==> src/rtl/id_ex_stage_if.sv <==
// ID/EX stage bundle: decoded operands and control from ID, forwarding
// taps from MEM/WB, and the registered/forwarded outputs toward EX.
interface id_ex_stage_if #(
  parameter int DATA_WIDTH     = 32,
  parameter int SEL_WIDTH      = 3,
  parameter int REG_ADDR_WIDTH = 5
);
  // Pipeline control
  logic                      i_stall;
  logic                      i_flush;

  // Decoded instruction from ID
  logic                      i_valid;
  logic [DATA_WIDTH-1:0]     i_rs1_data;
  logic [DATA_WIDTH-1:0]     i_rs2_data;
  logic [DATA_WIDTH-1:0]     i_imm;
  logic [REG_ADDR_WIDTH-1:0] i_rs1_addr;
  logic [REG_ADDR_WIDTH-1:0] i_rs2_addr;
  logic [REG_ADDR_WIDTH-1:0] i_rd_addr;
  logic [SEL_WIDTH-1:0]      i_alu_sel;
  logic                      i_alu_src_imm;
  logic                      i_reg_write;
  logic                      i_mem_write;
  logic                      i_mem_to_reg;

  // Forwarding taps
  logic                      i_mem_fwd_we;
  logic [REG_ADDR_WIDTH-1:0] i_mem_fwd_rd;
  logic [DATA_WIDTH-1:0]     i_mem_fwd_data;
  logic                      i_wb_fwd_we;
  logic [REG_ADDR_WIDTH-1:0] i_wb_fwd_rd;
  logic [DATA_WIDTH-1:0]     i_wb_fwd_data;

  // Toward EX / EX-MEM / hazard unit
  logic                      o_valid;
  logic [DATA_WIDTH-1:0]     o_src_a;
  logic [DATA_WIDTH-1:0]     o_src_b;
  logic [SEL_WIDTH-1:0]      o_alu_sel;
  logic [DATA_WIDTH-1:0]     o_store_data;
  logic [REG_ADDR_WIDTH-1:0] o_rs1_addr;
  logic [REG_ADDR_WIDTH-1:0] o_rs2_addr;
  logic [REG_ADDR_WIDTH-1:0] o_rd_addr;
  logic                      o_reg_write;
  logic                      o_mem_write;
  logic                      o_mem_to_reg;

  // Upstream side (ID, hazard unit, MEM/WB taps) drives the i_* signals
  modport master (
    output i_stall, i_flush, i_valid, i_rs1_data, i_rs2_data, i_imm,
           i_rs1_addr, i_rs2_addr, i_rd_addr, i_alu_sel, i_alu_src_imm,
           i_reg_write, i_mem_write, i_mem_to_reg,
           i_mem_fwd_we, i_mem_fwd_rd, i_mem_fwd_data,
           i_wb_fwd_we, i_wb_fwd_rd, i_wb_fwd_data,
    input  o_valid, o_src_a, o_src_b, o_alu_sel, o_store_data,
           o_rs1_addr, o_rs2_addr, o_rd_addr, o_reg_write, o_mem_write,
           o_mem_to_reg
  );

  // The ID/EX stage itself
  modport slave (
    input  i_stall, i_flush, i_valid, i_rs1_data, i_rs2_data, i_imm,
           i_rs1_addr, i_rs2_addr, i_rd_addr, i_alu_sel, i_alu_src_imm,
           i_reg_write, i_mem_write, i_mem_to_reg,
           i_mem_fwd_we, i_mem_fwd_rd, i_mem_fwd_data,
           i_wb_fwd_we, i_wb_fwd_rd, i_wb_fwd_data,
    output o_valid, o_src_a, o_src_b, o_alu_sel, o_store_data,
           o_rs1_addr, o_rs2_addr, o_rd_addr, o_reg_write, o_mem_write,
           o_mem_to_reg
  );
endinterface

==> src/rtl/id_ex_stage.sv <==
// ID/EX pipeline register with MEM/WB operand forwarding feeding the ALU.
// Update priority per edge: reset > flush (bubble) > stall (hold) > load.
module id_ex_stage #(
  parameter int DATA_WIDTH     = 32,
  parameter int SEL_WIDTH      = 3,
  parameter int REG_ADDR_WIDTH = 5
) (
  input  logic          i_clk,
  input  logic          i_rst,
  id_ex_stage_if.slave  bus
);

  typedef enum logic [1:0] {
    UPD_LOAD   = 2'd0,
    UPD_HOLD   = 2'd1,
    UPD_BUBBLE = 2'd2
  } upd_mode_e;

  upd_mode_e upd_mode;

  logic                      valid_q,       valid_d;
  logic [DATA_WIDTH-1:0]     rs1_data_q,    rs1_data_d;
  logic [DATA_WIDTH-1:0]     rs2_data_q,    rs2_data_d;
  logic [DATA_WIDTH-1:0]     imm_q,         imm_d;
  logic [REG_ADDR_WIDTH-1:0] rs1_addr_q,    rs1_addr_d;
  logic [REG_ADDR_WIDTH-1:0] rs2_addr_q,    rs2_addr_d;
  logic [REG_ADDR_WIDTH-1:0] rd_addr_q,     rd_addr_d;
  logic [SEL_WIDTH-1:0]      alu_sel_q,     alu_sel_d;
  logic                      alu_src_imm_q, alu_src_imm_d;
  logic                      reg_write_q,   reg_write_d;
  logic                      mem_write_q,   mem_write_d;
  logic                      mem_to_reg_q,  mem_to_reg_d;

  logic [DATA_WIDTH-1:0]     fwd_a;
  logic [DATA_WIDTH-1:0]     fwd_b;
  logic                      mem_hit_a, wb_hit_a;
  logic                      mem_hit_b, wb_hit_b;

  // Hazard-unit controls collapse into one update mode; flush beats stall
  always_comb begin
    upd_mode = UPD_LOAD;
    if (bus.i_flush) begin
      upd_mode = UPD_BUBBLE;
    end else if (bus.i_stall) begin
      upd_mode = UPD_HOLD;
    end
  end

  // Forward from MEM first, then WB, matching on the registered sources; x0 never matches
  always_comb begin
    mem_hit_a = bus.i_mem_fwd_we && (bus.i_mem_fwd_rd != '0) && (bus.i_mem_fwd_rd == rs1_addr_q);
    wb_hit_a  = bus.i_wb_fwd_we  && (bus.i_wb_fwd_rd  != '0) && (bus.i_wb_fwd_rd  == rs1_addr_q);
    mem_hit_b = bus.i_mem_fwd_we && (bus.i_mem_fwd_rd != '0) && (bus.i_mem_fwd_rd == rs2_addr_q);
    wb_hit_b  = bus.i_wb_fwd_we  && (bus.i_wb_fwd_rd  != '0) && (bus.i_wb_fwd_rd  == rs2_addr_q);

    fwd_a = rs1_data_q;
    if (mem_hit_a) begin
      fwd_a = bus.i_mem_fwd_data;
    end else if (wb_hit_a) begin
      fwd_a = bus.i_wb_fwd_data;
    end

    fwd_b = rs2_data_q;
    if (mem_hit_b) begin
      fwd_b = bus.i_mem_fwd_data;
    end else if (wb_hit_b) begin
      fwd_b = bus.i_wb_fwd_data;
    end
  end

  // Next-state selection for every stage field
  always_comb begin
    valid_d       = valid_q;
    rs1_data_d    = rs1_data_q;
    rs2_data_d    = rs2_data_q;
    imm_d         = imm_q;
    rs1_addr_d    = rs1_addr_q;
    rs2_addr_d    = rs2_addr_q;
    rd_addr_d     = rd_addr_q;
    alu_sel_d     = alu_sel_q;
    alu_src_imm_d = alu_src_imm_q;
    reg_write_d   = reg_write_q;
    mem_write_d   = mem_write_q;
    mem_to_reg_d  = mem_to_reg_q;

    unique case (upd_mode)
      UPD_BUBBLE: begin
        valid_d       = 1'b0;
        rs1_data_d    = '0;
        rs2_data_d    = '0;
        imm_d         = '0;
        rs1_addr_d    = '0;
        rs2_addr_d    = '0;
        rd_addr_d     = '0;
        alu_sel_d     = '0;
        alu_src_imm_d = 1'b0;
        reg_write_d   = 1'b0;
        mem_write_d   = 1'b0;
        mem_to_reg_d  = 1'b0;
      end
      UPD_HOLD: begin
        // Capture forwarded operands so a producer leaving WB during the stall is kept
        rs1_data_d = fwd_a;
        rs2_data_d = fwd_b;
      end
      UPD_LOAD: begin
        valid_d       = bus.i_valid;
        rs1_data_d    = bus.i_rs1_data;
        rs2_data_d    = bus.i_rs2_data;
        imm_d         = bus.i_imm;
        rs1_addr_d    = bus.i_rs1_addr;
        rs2_addr_d    = bus.i_rs2_addr;
        rd_addr_d     = bus.i_rd_addr;
        alu_sel_d     = bus.i_alu_sel;
        alu_src_imm_d = bus.i_alu_src_imm;
        reg_write_d   = bus.i_reg_write;
        mem_write_d   = bus.i_mem_write;
        mem_to_reg_d  = bus.i_mem_to_reg;
      end
      default: begin
      end
    endcase
  end

  // Stage register with synchronous reset
  always_ff @(posedge i_clk) begin
    if (i_rst) begin
      valid_q       <= 1'b0;
      rs1_data_q    <= '0;
      rs2_data_q    <= '0;
      imm_q         <= '0;
      rs1_addr_q    <= '0;
      rs2_addr_q    <= '0;
      rd_addr_q     <= '0;
      alu_sel_q     <= '0;
      alu_src_imm_q <= 1'b0;
      reg_write_q   <= 1'b0;
      mem_write_q   <= 1'b0;
      mem_to_reg_q  <= 1'b0;
    end else begin
      valid_q       <= valid_d;
      rs1_data_q    <= rs1_data_d;
      rs2_data_q    <= rs2_data_d;
      imm_q         <= imm_d;
      rs1_addr_q    <= rs1_addr_d;
      rs2_addr_q    <= rs2_addr_d;
      rd_addr_q     <= rd_addr_d;
      alu_sel_q     <= alu_sel_d;
      alu_src_imm_q <= alu_src_imm_d;
      reg_write_q   <= reg_write_d;
      mem_write_q   <= mem_write_d;
      mem_to_reg_q  <= mem_to_reg_d;
    end
  end

  // Output drive: ALU sources, store data and registered control
  always_comb begin
    bus.o_valid      = valid_q;
    bus.o_src_a      = fwd_a;
    bus.o_src_b      = alu_src_imm_q ? imm_q : fwd_b;
    bus.o_alu_sel    = alu_sel_q;
    bus.o_store_data = fwd_b;
    bus.o_rs1_addr   = rs1_addr_q;
    bus.o_rs2_addr   = rs2_addr_q;
    bus.o_rd_addr    = rd_addr_q;
    bus.o_reg_write  = reg_write_q;
    bus.o_mem_write  = mem_write_q;
    bus.o_mem_to_reg = mem_to_reg_q;
  end

endmodule

==> src/flat_wrapper.sv <==
// flat-port wrapper written by rule: the top's interface ports become plain ports
module id_ex_stage_flat 
#(
  parameter int DATA_WIDTH     = 32,
  parameter int SEL_WIDTH      = 3,
  parameter int REG_ADDR_WIDTH = 5
)
  (i_clk, i_rst, bus_i_stall, bus_i_flush, bus_i_valid, bus_i_rs1_data, bus_i_rs2_data, bus_i_imm, bus_i_rs1_addr, bus_i_rs2_addr, bus_i_rd_addr, bus_i_alu_sel, bus_i_alu_src_imm, bus_i_reg_write, bus_i_mem_write, bus_i_mem_to_reg, bus_i_mem_fwd_we, bus_i_mem_fwd_rd, bus_i_mem_fwd_data, bus_i_wb_fwd_we, bus_i_wb_fwd_rd, bus_i_wb_fwd_data, bus_o_valid, bus_o_src_a, bus_o_src_b, bus_o_alu_sel, bus_o_store_data, bus_o_rs1_addr, bus_o_rs2_addr, bus_o_rd_addr, bus_o_reg_write, bus_o_mem_write, bus_o_mem_to_reg);
  id_ex_stage_if #(.DATA_WIDTH(DATA_WIDTH), .SEL_WIDTH(SEL_WIDTH), .REG_ADDR_WIDTH(REG_ADDR_WIDTH)) bus_i ();
  input  logic i_clk;
  input  logic i_rst;
  input wire logic [$bits(bus_i.i_stall)-1:0] bus_i_stall;
  input wire logic [$bits(bus_i.i_flush)-1:0] bus_i_flush;
  input wire logic [$bits(bus_i.i_valid)-1:0] bus_i_valid;
  input wire logic [$bits(bus_i.i_rs1_data)-1:0] bus_i_rs1_data;
  input wire logic [$bits(bus_i.i_rs2_data)-1:0] bus_i_rs2_data;
  input wire logic [$bits(bus_i.i_imm)-1:0] bus_i_imm;
  input wire logic [$bits(bus_i.i_rs1_addr)-1:0] bus_i_rs1_addr;
  input wire logic [$bits(bus_i.i_rs2_addr)-1:0] bus_i_rs2_addr;
  input wire logic [$bits(bus_i.i_rd_addr)-1:0] bus_i_rd_addr;
  input wire logic [$bits(bus_i.i_alu_sel)-1:0] bus_i_alu_sel;
  input wire logic [$bits(bus_i.i_alu_src_imm)-1:0] bus_i_alu_src_imm;
  input wire logic [$bits(bus_i.i_reg_write)-1:0] bus_i_reg_write;
  input wire logic [$bits(bus_i.i_mem_write)-1:0] bus_i_mem_write;
  input wire logic [$bits(bus_i.i_mem_to_reg)-1:0] bus_i_mem_to_reg;
  input wire logic [$bits(bus_i.i_mem_fwd_we)-1:0] bus_i_mem_fwd_we;
  input wire logic [$bits(bus_i.i_mem_fwd_rd)-1:0] bus_i_mem_fwd_rd;
  input wire logic [$bits(bus_i.i_mem_fwd_data)-1:0] bus_i_mem_fwd_data;
  input wire logic [$bits(bus_i.i_wb_fwd_we)-1:0] bus_i_wb_fwd_we;
  input wire logic [$bits(bus_i.i_wb_fwd_rd)-1:0] bus_i_wb_fwd_rd;
  input wire logic [$bits(bus_i.i_wb_fwd_data)-1:0] bus_i_wb_fwd_data;
  output wire logic [$bits(bus_i.o_valid)-1:0] bus_o_valid;
  output wire logic [$bits(bus_i.o_src_a)-1:0] bus_o_src_a;
  output wire logic [$bits(bus_i.o_src_b)-1:0] bus_o_src_b;
  output wire logic [$bits(bus_i.o_alu_sel)-1:0] bus_o_alu_sel;
  output wire logic [$bits(bus_i.o_store_data)-1:0] bus_o_store_data;
  output wire logic [$bits(bus_i.o_rs1_addr)-1:0] bus_o_rs1_addr;
  output wire logic [$bits(bus_i.o_rs2_addr)-1:0] bus_o_rs2_addr;
  output wire logic [$bits(bus_i.o_rd_addr)-1:0] bus_o_rd_addr;
  output wire logic [$bits(bus_i.o_reg_write)-1:0] bus_o_reg_write;
  output wire logic [$bits(bus_i.o_mem_write)-1:0] bus_o_mem_write;
  output wire logic [$bits(bus_i.o_mem_to_reg)-1:0] bus_o_mem_to_reg;
  assign bus_i.i_stall = bus_i_stall;
  assign bus_i.i_flush = bus_i_flush;
  assign bus_i.i_valid = bus_i_valid;
  assign bus_i.i_rs1_data = bus_i_rs1_data;
  assign bus_i.i_rs2_data = bus_i_rs2_data;
  assign bus_i.i_imm = bus_i_imm;
  assign bus_i.i_rs1_addr = bus_i_rs1_addr;
  assign bus_i.i_rs2_addr = bus_i_rs2_addr;
  assign bus_i.i_rd_addr = bus_i_rd_addr;
  assign bus_i.i_alu_sel = bus_i_alu_sel;
  assign bus_i.i_alu_src_imm = bus_i_alu_src_imm;
  assign bus_i.i_reg_write = bus_i_reg_write;
  assign bus_i.i_mem_write = bus_i_mem_write;
  assign bus_i.i_mem_to_reg = bus_i_mem_to_reg;
  assign bus_i.i_mem_fwd_we = bus_i_mem_fwd_we;
  assign bus_i.i_mem_fwd_rd = bus_i_mem_fwd_rd;
  assign bus_i.i_mem_fwd_data = bus_i_mem_fwd_data;
  assign bus_i.i_wb_fwd_we = bus_i_wb_fwd_we;
  assign bus_i.i_wb_fwd_rd = bus_i_wb_fwd_rd;
  assign bus_i.i_wb_fwd_data = bus_i_wb_fwd_data;
  assign bus_o_valid = bus_i.o_valid;
  assign bus_o_src_a = bus_i.o_src_a;
  assign bus_o_src_b = bus_i.o_src_b;
  assign bus_o_alu_sel = bus_i.o_alu_sel;
  assign bus_o_store_data = bus_i.o_store_data;
  assign bus_o_rs1_addr = bus_i.o_rs1_addr;
  assign bus_o_rs2_addr = bus_i.o_rs2_addr;
  assign bus_o_rd_addr = bus_i.o_rd_addr;
  assign bus_o_reg_write = bus_i.o_reg_write;
  assign bus_o_mem_write = bus_i.o_mem_write;
  assign bus_o_mem_to_reg = bus_i.o_mem_to_reg;
  id_ex_stage #(.DATA_WIDTH(DATA_WIDTH), .SEL_WIDTH(SEL_WIDTH), .REG_ADDR_WIDTH(REG_ADDR_WIDTH)) u_core (.i_clk(i_clk), .i_rst(i_rst), .bus(bus_i));
endmodule
==> config.mk <==
export PLATFORM = sky130hd
export DESIGN_NAME = id_ex_stage_flat
export DESIGN_NICKNAME = d
export VERILOG_FILES = /design/src/rtl/id_ex_stage_if.sv /design/src/rtl/id_ex_stage.sv /design/src/flat_wrapper.sv
export SDC_FILE = /design/constraint.sdc
export NUM_CORES = 1
export LEC_CHECK = 0
export CAP_MARGIN = 20
export CORE_AREA = 2 2 128 130
export CTS_CLUSTER_DIAMETER = 120
export DETAILED_ROUTE_END_ITERATION = 10
export DIE_AREA = 0 0 130 132
export PLACE_DENSITY = 0.85
export SYNTH_ARGS = -nofsm -noshare
export SYNTH_HDL_FRONTEND = slang
export SYNTH_SLANG_ARGS = --single-unit
==> constraint.sdc <==
create_clock -name i_clk -period 6.3 [get_ports i_clk]
set_clock_uncertainty 0.15 [all_clocks]
set_input_delay 1.89 -clock i_clk [delete_from_list [all_inputs] [get_ports i_clk]]
set_output_delay 1.89 -clock i_clk [all_outputs]
set_load 0.02 [all_outputs]
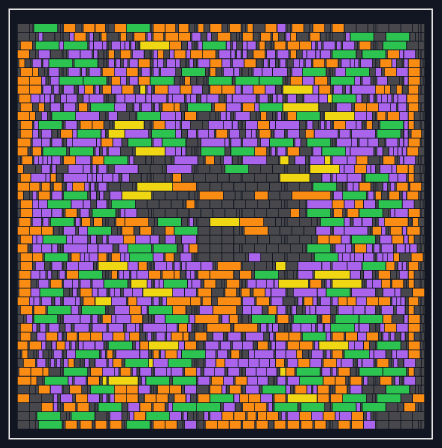
**Above:** run 1 (cell classes on the final placement).
Fill, decap, tap and diode cells in gray.
| color | class | cells | share of their area |
|---|---|---|---|
| green | registers | 119 | 21% |
| yellow | clock drivers and dummy loads | 31 | 5.3% |
| purple | remaining logic cells | 661 | 42% |
| orange | remaining buffers and delay cells | 386 | 32% |
fraction of standard cell area that is sequential: 0.204
Post-Layout Inst Area: 0.0117 mm2
core outline area: 0.0157 mm2
total number of placement rows: 46

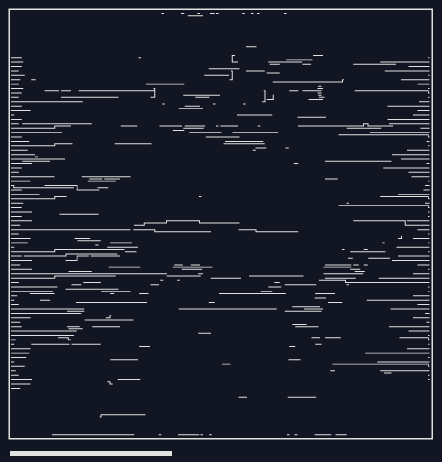
**Above:** run 1 (M3 wires).
Bar = 50 um.
share of all routed wire: 8.2%
main direction: horizontal
nets with wire on the layer: 245
wire length on this layer: 2350 um
longest straight run: 47.8 um
total wirelength of the detailed-routed design: 28500 um
met3 track utilization from global routing: 0.0755
vias post-DR: 8308

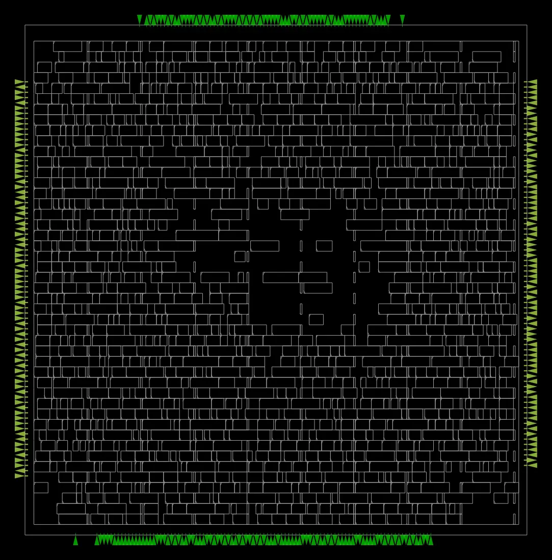
**Above:** run 1 (placed standard cells).
Tapcell Cnt: 216
Flop Count: 119
tally of filler cells in the layout: 1143
post-layout utilization of the core: 0.742

-- run 1: critical path: cells and delay by family --
family / cells / cell delay, ns
buffers and inverters: 3 / 0.96
and+or+nand+nor: 2 / 0.75
AOI/OAI and AO/OA: 3 / 0.63
-- run 1: area by class of cell --
| class | instances | area (um2) |
|---|---|---|
| clock buffer | 23 | 478 |
| clock inverter | 8 | 121 |
| inverter | 32 | 120 |
| multi-input combinational | 629 | 4650 |
| fill | 1143 | 4050 |
| tap | 216 | 270 |
| sequential | 119 | 2380 |
| timing repair buffer | 386 | 3640 |
-- run 1: repair_timing --
action | in CTS | in global routing
hold buffers | 0 | 0
endpoints found under the setup margin | 96 | 94
pin swaps | 2 | 2
gates cloned | 1 | 0
gates resized | 213 | 120
-- run 1: per-layer routing --
metal / share of wire / up-vias
li1: - / 3804
met3: 0.082 / 74
met1: 0.39 / 3964
met4: 0.035 / 2
met2: 0.49 / 464
met5: 0.00046 / -
-- run 1: where the power goes --
group	switching (uW)	internal, uW
Combinational	255	252
Clock	348	650
Sequential	14.8	779
-- run 1: worst max-delay path by stage --
stage	startpoint	to	cells after the start
4_1_cts	bus_i_mem_fwd_rd[1]	bus_o_src_b[1]	8
2_1_floorplan	bus_i_wb_fwd_rd[2]	bus_o_src_b[0]	6
3_5_place_dp	bus_i_wb_fwd_rd[2]	bus_o_src_b[25]	8
6_report	bus_i_mem_fwd_rd[2]	bus_o_src_b[0]	8
3_3_place_gp	bus_i_wb_fwd_rd[2]	bus_o_src_b[25]	8
5_1_grt	bus_i_wb_fwd_rd[2]	bus_o_store_data[25]	8
-- run 1: stage by stage --
step | cell area [um2] | cells | setup slack, ns | TNS, ns | power (uW)
6_report | 11700 | 1413 | 0.0264 | 0 | 2300
5_1_grt | 11700 | 1413 | -0.0433 | -0.206 | 2370
4_1_cts | 11700 | 1413 | -0.0459 | -0.0459 | 2300
3_5_place_dp | 10900 | 1381 | -0.443 | -26.38 | 1310
3_3_place_gp | 10900 | 1380 | -0.349 | -22.83 | 1300
2_1_floorplan | 7140 | 868 | 0.584 | 0 | 1020
-- run 1: cells by family (layout without fill, tap and decap cells) --
logic type,after synthesis,in the layout,share of synthesized area
AND/OR/NAND/NOR,295,295,0.200
AND-OR/OR-AND,227,227,0.242
buffers and inverters,120,449,0.0773
flip-flops,119,119,0.334
multiplexers,87,87,0.122
XOR/XNOR,20,20,0.0245
-- run 1: cells in the final DEF, fill, tap and decap left out, drive strengths merged, types with 33 or more instances in the layout --
master	synthesis	routed
dfxtp	119	119
buf	33	80
mux2i	87	87
nand2	33	33
a21oi	64	64
nand3b	64	64
clkdlybuf4s50	0	219
o221ai	64	64
nor2	153	153
nand3	35	35
clkbuf	55	62
==> out/notes.md, run 1 <==
Per the post-synthesis report, the nets total 1067. The path class of the tightest hold or removal check is reg -> reg. Looking at the critical path, the highest net fanout was 16. The met2 global-route usage was 0.549; the instance count of the mapped netlist was 868.

The most crowded layer after global routing was met2. STA puts the critical path data arrival time at 4.23 ns. The placement report lists the number of port buffers as 316.

After global routing the overflow that remains totals 0. Per the hold report, the tightest min-delay path originates at u_core.bus.o_alu_sel[1]. From the final report, the count of setup violators was given as 0. The tools report the number of H-tree levels as 4. The share of the clock period used by the worst path after layout is 0.996. The run gives 43600 um for the first-pass GRT wire length.

By area the synthesized netlist is led by sky130_fd_sc_hd__dfxtp_1 (33%), sky130_fd_sc_hd__mux2i_1 (12%), sky130_fd_sc_hd__nor2_1 (8.0%), sky130_fd_sc_hd__o221ai_1 (7.9%), sky130_fd_sc_hd__nand3b_1 (6.7%). The I/O pin count is 317, and the reported max-cap violation count is 0. The post-synth register bit count is 119. With the via count of the first global-routing pass at 8267, the cell depth of the worst flop-to-flop path is 6. The clock tree root driver cell is sky130_fd_sc_hd__clkbuf_16.

The share of layout cells above drive strength 1 is 0.200. Global router's overall resource usage: 0.321. TritonCTS built the clock tree. Sorting the Yosys area breakdown by cell type puts at the top sky130_fd_sc_hd__dfxtp_1. The synthesis log from Yosys contains 0 warnings. On the final layout, the worst hold slack is 0.345 ns. The final routed DRC violation total is 0, and the number of antenna violations at the first check in global routing is 1.

With the share of the synthesized area in the top cell type at 0.334, the count of final hold-check violations is 0. The number of violations reported at the end of detailed-routing iteration 0 came out at 673. The relative slew slack was 0.356; the floorplan die height was 132 um. Counting along the longest clock path gives a buffer depth of 2. The data required time reported for the critical path is 4.26 ns.

The worst setup path is launched from an input port. On the worst path, the slowest cell contributes a delay of 0.54 ns. The number of clock sinks came to 119. The count of warning messages emitted by the tools works out to 28. The tools report the final HPWL from detailed placement as 19300 um. The run finished with clean final reports. In the Yosys report the total cell count is 868.

The launch point of the worst register-to-register path is recorded as u_core.bus.o_rs1_addr[0]. Floorplan-stage core utilization: 0.454. Per the detail_route report, routed wire per instance is 20.2 um. The tools report the distinct cell type count after synthesis as 30. After synthesis, the chip area reported by Yosys is 0.00714 mm2.

RePlAce ended its routability-driven mode at a weighted congestion of 0.862. Per STA, the worst path is made up of clkdlybuf4s50_1, or4_4, o211a_1, and2_4, buf_12, a211oi_2, o31ai_1, clkdlybuf4s15_2. Per the summary, power density relative to cell area is 197 mW/mm2. Along the worst hold path, the cell count comes to 2. CTS added clock buffers totalling 17.

The finished design was reported to have a net count of 1384. Looking at the hold checks, the worst path lands on u_core.bus.o_alu_sel[1]. Counting instances in the post-synthesis netlist gives the leading cell types as sky130_fd_sc_hd__nor2_1 (153), sky130_fd_sc_hd__dfxtp_1 (119), sky130_fd_sc_hd__mux2i_1 (87). Entering global routing, the biggest net connects 85 pins. The terminus of the critical flop-to-flop path was u_core.rs1_data_q[2].

The total count of max-transition violations in the final report is 0. The synthesized design contains 0 enable-type register cells. The most instantiated flip-flop cell in the synthesis netlist was sky130_fd_sc_hd__dfxtp_1. The slew at the pin with the worst max-slew slack came out at 0.965 ns.

In this run the layout overhead on the synthesized area is reported as 63.4%. The logs give 0.379 for the met1 track utilization from global routing and 0.159 GHz for the maximum clock frequency. The clock insertion delay at the later pin of the skew report is 0.41 ns, and the remaining antenna violation count is 0. The die width is 130 um. The slowest library cell on the worst path is sky130_fd_sc_hd__or4_4.

The run gives 0.334 as the sequential fraction of the synthesis area. Setup repair after global routing could not meet its margin everywhere. The chip occupies 0.0172 mm2. Before antenna repair, the detailed router went through 5 iterations. The run gives 0.000195 V as the largest vdd supply drop. Each instance of the synthesized netlist takes up on average 8.22 um2.
==> inputs of run 2 (changes only) <==
ABC_CLOCK_PERIOD_IN_PS = 6300   (was default)
CELL_PAD_IN_SITES_DETAIL_PLACEMENT = 0   (was default)
CELL_PAD_IN_SITES_GLOBAL_PLACEMENT = 1   (was default)
CORE_AREA = 2 2 153 155   (was 2 2 128 130)
DIE_AREA = 0 0 155 157   (was 0 0 130 132)
PLACE_DENSITY = 0.84   (was 0.85)
SLEW_MARGIN = 15   (was default)
==> out/notes.md, run 2 <==
The antenna cell count was 0; the signed area change from the synthesized netlist to the final layout was 61.9%. As reported, the later end of the worst-skew pair has a clock insertion delay of 0.42 ns. The leakage power in the latest report is 0.00445 uW. The total number of yosys warnings is 0, and the number of buffers added by the clock tree synthesis step is 17.

The run gives 1.00 for the share of the clock period used by the worst path after layout. The floorplan-stage core utilization was 0.317. The die width is 155 um. The worst-path maximum fanout is 17. The number of setup buffers added after CTS is 0. The count of warning messages emitted by the tools came out at 28. The startpoint identified for the worst hold timing path is u_core.bus.o_valid. The global router's overall resource usage came out at 0.227. Averaged over all synthesized cells, the footprint is 8.22 um2. The timing report gives the clock slew at the launch and capture registers of the worst setup and hold paths as 0.06 ns.

The overall overflow remaining after global route was 0; the core area was 0.0225 mm2. The net count entering floorplan is 1067. TritonCTS built the clock tree. The sequential fraction of the synthesis area is 0.334.

According to the dpl log, the detail-placed design has an HPWL of 19500 um. The flow ran to the end, but the final reports show violations. Register bit count reported by yosys: 119.

The final layout contains routed wiring with a total length of 28500 um. The reported max-cap violation count is 0, and the power density over cell area is 199 mW/mm2. Per the timing report, the most critical flop-to-flop path originates at u_core.bus.o_rs1_addr[0]. Count of final hold-check violations: 0. The CTS log lists the clock sinks for this run as 119.

The slowest stage of the critical path is the sky130_fd_sc_hd__or4_1 cell. STA puts the critical path data required time at 4.26 ns. In this run the core area contains 55 standard-cell rows. The critical path data arrival time is 4.27 ns.

The share of the synthesized area in the top cell type is 0.334. The tools report the instance count of the mapped netlist as 868. The number of different library cells used by synthesis comes to 30.

The run gives 404 for the number of violations reported at the end of detailed-routing iteration 0. In this build the clock could be raised as far as 0.158 GHz. The run gives 0.359 as the relative slew slack. The worst setup path startpoint is bus_i_mem_fwd_rd[1]. The number of fillers in the final layout was 2182. Per the synthesis report, the dominant area consumer among library cells is sky130_fd_sc_hd__dfxtp_1. The floorplan step set the die height to 157 um.

For the final routed database, the setup TNS stands at -0.0176 ns. With the slew at the pin with the worst max-slew slack at 0.960 ns, the yosys-reported design area after synthesis is 0.00714 mm2. The synthesized design contains 0 enable-type register cells.

Endpoints with negative setup slack in the final report add up to 2. The H-tree was split into 4 levels. Yosys instantiated no cell more often than sky130_fd_sc_hd__nor2_1. Note that the worst hold path type here is reg -> reg.

The checks that failed: setup timing. The commonest register cell is sky130_fd_sc_hd__dfxtp_1. The run gives 0 for the async set-or-reset flop fraction in the synthesized netlist. The run gives -0.310 ns as the worst setup timing slack at the placement stage. Per-cell via count in the routed design: 5.34. The layout net count came out at 1384. Share of layout cells above drive strength 1: 0.166. With the final cell utilization of the core at 0.513, the total count of max-transition violations in the final report is 0. By count the netlist is led by sky130_fd_sc_hd__nor2_1 (153), sky130_fd_sc_hd__dfxtp_1 (119), sky130_fd_sc_hd__mux2i_1 (87).

The top cell types in the final layout, fill and taps aside, are sky130_fd_sc_hd__clkdlybuf4s50_1 (219), sky130_fd_sc_hd__nor2_1 (151), sky130_fd_sc_hd__dfxtp_1 (118). The longest clock path from root to sink contains 2 buffers. In this run the cell area of the synthesized design comes to 0.00714 mm2.

Looking at the setup timing report, the critical path kind is in -> out. For the final routed DRC violation total, the log shows 0. RePlAce ended its routability-driven mode at a weighted congestion of 0.837. The kind of cell with the highest combined delay on the critical path was buffers and inverters. The timing report gives the biggest stage delay along the critical path as 0.56 ns. Setup repair after global routing could not meet its margin everywhere. The final worst-path setup slack was -0.0147 ns. The tools report the clock tree root driver cell as sky130_fd_sc_hd__clkbuf_16. The main area contributors are sky130_fd_sc_hd__dfxtp_1 (33%), sky130_fd_sc_hd__mux2i_1 (12%), sky130_fd_sc_hd__nor2_1 (8.0%), sky130_fd_sc_hd__o221ai_1 (7.9%), sky130_fd_sc_hd__nand3b_1 (6.7%).

The routed design could run at a clock period as short as 6.31 ns. Per the cell usage report, the commonest logic cell in the layout is sky130_fd_sc_hd__clkdlybuf4s50_1. The run gives 0 for the number of antenna violations at the first check in global routing. The kind of end point of the critical path is a primary output. The via count of the first global-routing pass was 7678.

The area of the chip came out at 0.0243 mm2. The run gives 0 as the remaining antenna violation count. The largest vdd supply drop came out at 0.000152 V.

The first global-routing pass estimated 43100 um of wire. The critical path goes through clkdlybuf4s50_1, or4_1, o211a_1, and2_2, buf_12, a211oi_2, o31ai_1, dlygate4sd2_1. The number of cell instances after yosys synthesis is 868. In the final layout, the registers with the most flip-flops are u_core.imm_q (32), u_core.rs1_data_q (32), u_core.rs2_data_q (32).

The run gives 7910 as the total via count after detailed routing. The script logs the mean routed wire length per placed instance as 19.2 um. The maximum number of pins on one net before global-route repair is 87, and the count of buffer and inverter cells on the critical path is 3. The first TritonRoute pass finished after 5 iterations. STA classifies the critical path startpoint as an input port.
==> run 2: cell types whose count changed in the layout (fill, tap and decap cells not counted), moves of 6 or more <==
cell                              previous run  this run
sky130_fd_sc_hd__a211oi_2                   11        18
sky130_fd_sc_hd__a211oi_4                   21        14
sky130_fd_sc_hd__a31oi_1                     6        19
sky130_fd_sc_hd__a31oi_2                    24        13
sky130_fd_sc_hd__buf_2                       9         2
sky130_fd_sc_hd__clkbuf_2                   39        33
sky130_fd_sc_hd__clkdlybuf4s15_1             6        23
sky130_fd_sc_hd__clkdlybuf4s15_2            12         5
==> run 2: path summary, 6_finish.rpt <==
check | cells past startpoint | slack, ns | to
setup / recovery | 8 | -0.01 | bus_o_src_b[12]
hold / removal | 2 | 0.35 | u_core.bus.o_valid
setup reg to reg | 7 | 3.44 | u_core.rs1_data_q[10]
hold reg to reg | 2 | 0.35 | u_core.bus.o_valid
==> run 2: final cells by class <==
class                      count  area, um2  share of cell area
inverter                      32        120              0.0104
tap                          285        357              0.0309
multi-input combinational    630       4480               0.388
timing repair buffer         385       3620               0.313
clock buffer                  22        474              0.0411
sequential                   119       2380               0.206
clock inverter                 8        123              0.0106
==> run 2: kinds of logic (layout without fill, tap and decap cells) <==
family / after synthesis / in the layout / synth area share
buffers and inverters: 120 / 447 / 0.0773
xor gates and xnor gates: 20 / 20 / 0.0245
AOI/OAI and AO/OA: 227 / 227 / 0.242
muxes: 87 / 87 / 0.122
DFF: 119 / 119 / 0.334
and+or+nand+nor: 295 / 296 / 0.200
==> run 2: power by group <==
part | internal, uW | switching, uW | total, uW
sequential | 779 | 13.5 | 793
combinational | 243 | 246 | 489
clock | 648 | 366 | 1010
total | 1670 | 625 | 2300
==> run 2: metrics by stage <==
| step | hold slack [ns] | std cells | instance area, um2 | power [uW] |
|---|---|---|---|---|
| floorplan | 0.313 | 868 | 7140 | 1020 |
| global placement | 0.325 | 1450 | 10900 | 1300 |
| detailed placement | 0.334 | 1450 | 10900 | 1310 |
| CTS | 0.348 | 1481 | 11500 | 2300 |
| global route | 0.375 | 1481 | 11600 | 2380 |
| finish | 0.346 | 1481 | 11600 | 2300 |
==> run 2: what timing repair did <==
action | 4_1_cts | 5_1_grt
endpoints found under the setup margin | 96 | 92
hold buffers | 0 | 0
resized | 142 | 130
pin swaps | 1 | 2
cloned | 1 | 0
==> run 2: layer usage <==
metal,vias to the layer above,part of all wire,GRT usage
li1,3800,-,-
met1,3777,0.43,0.281
met2,292,0.48,0.384
met3,41,0.067,0.0595
met4,0,0.025,0.0767
met5,-,0,0
==> run 2: worst min-delay path, delay by kind of cell, from the launching register on <==
family	cells	cell delay, ns
DFF	1	0.32
muxes	1	0.07
and+or+nand+nor	1	0.07
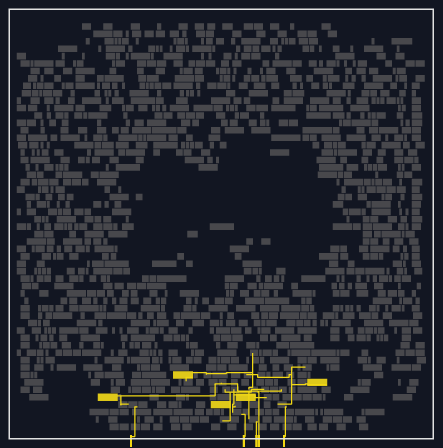
**Above:** run 2 (wires at chosen ports, followed through buffers).
| color | port | direction | edge | end cells | buffers | wire |
|---|---|---|---|---|---|---|
| yellow | bus_o_rs2_addr | output | bottom | 5 | 5 | 293 um |
number of buffer cells added on primary ports: 316
IO Pins: 317

Power and IR drop assume default switching activity.
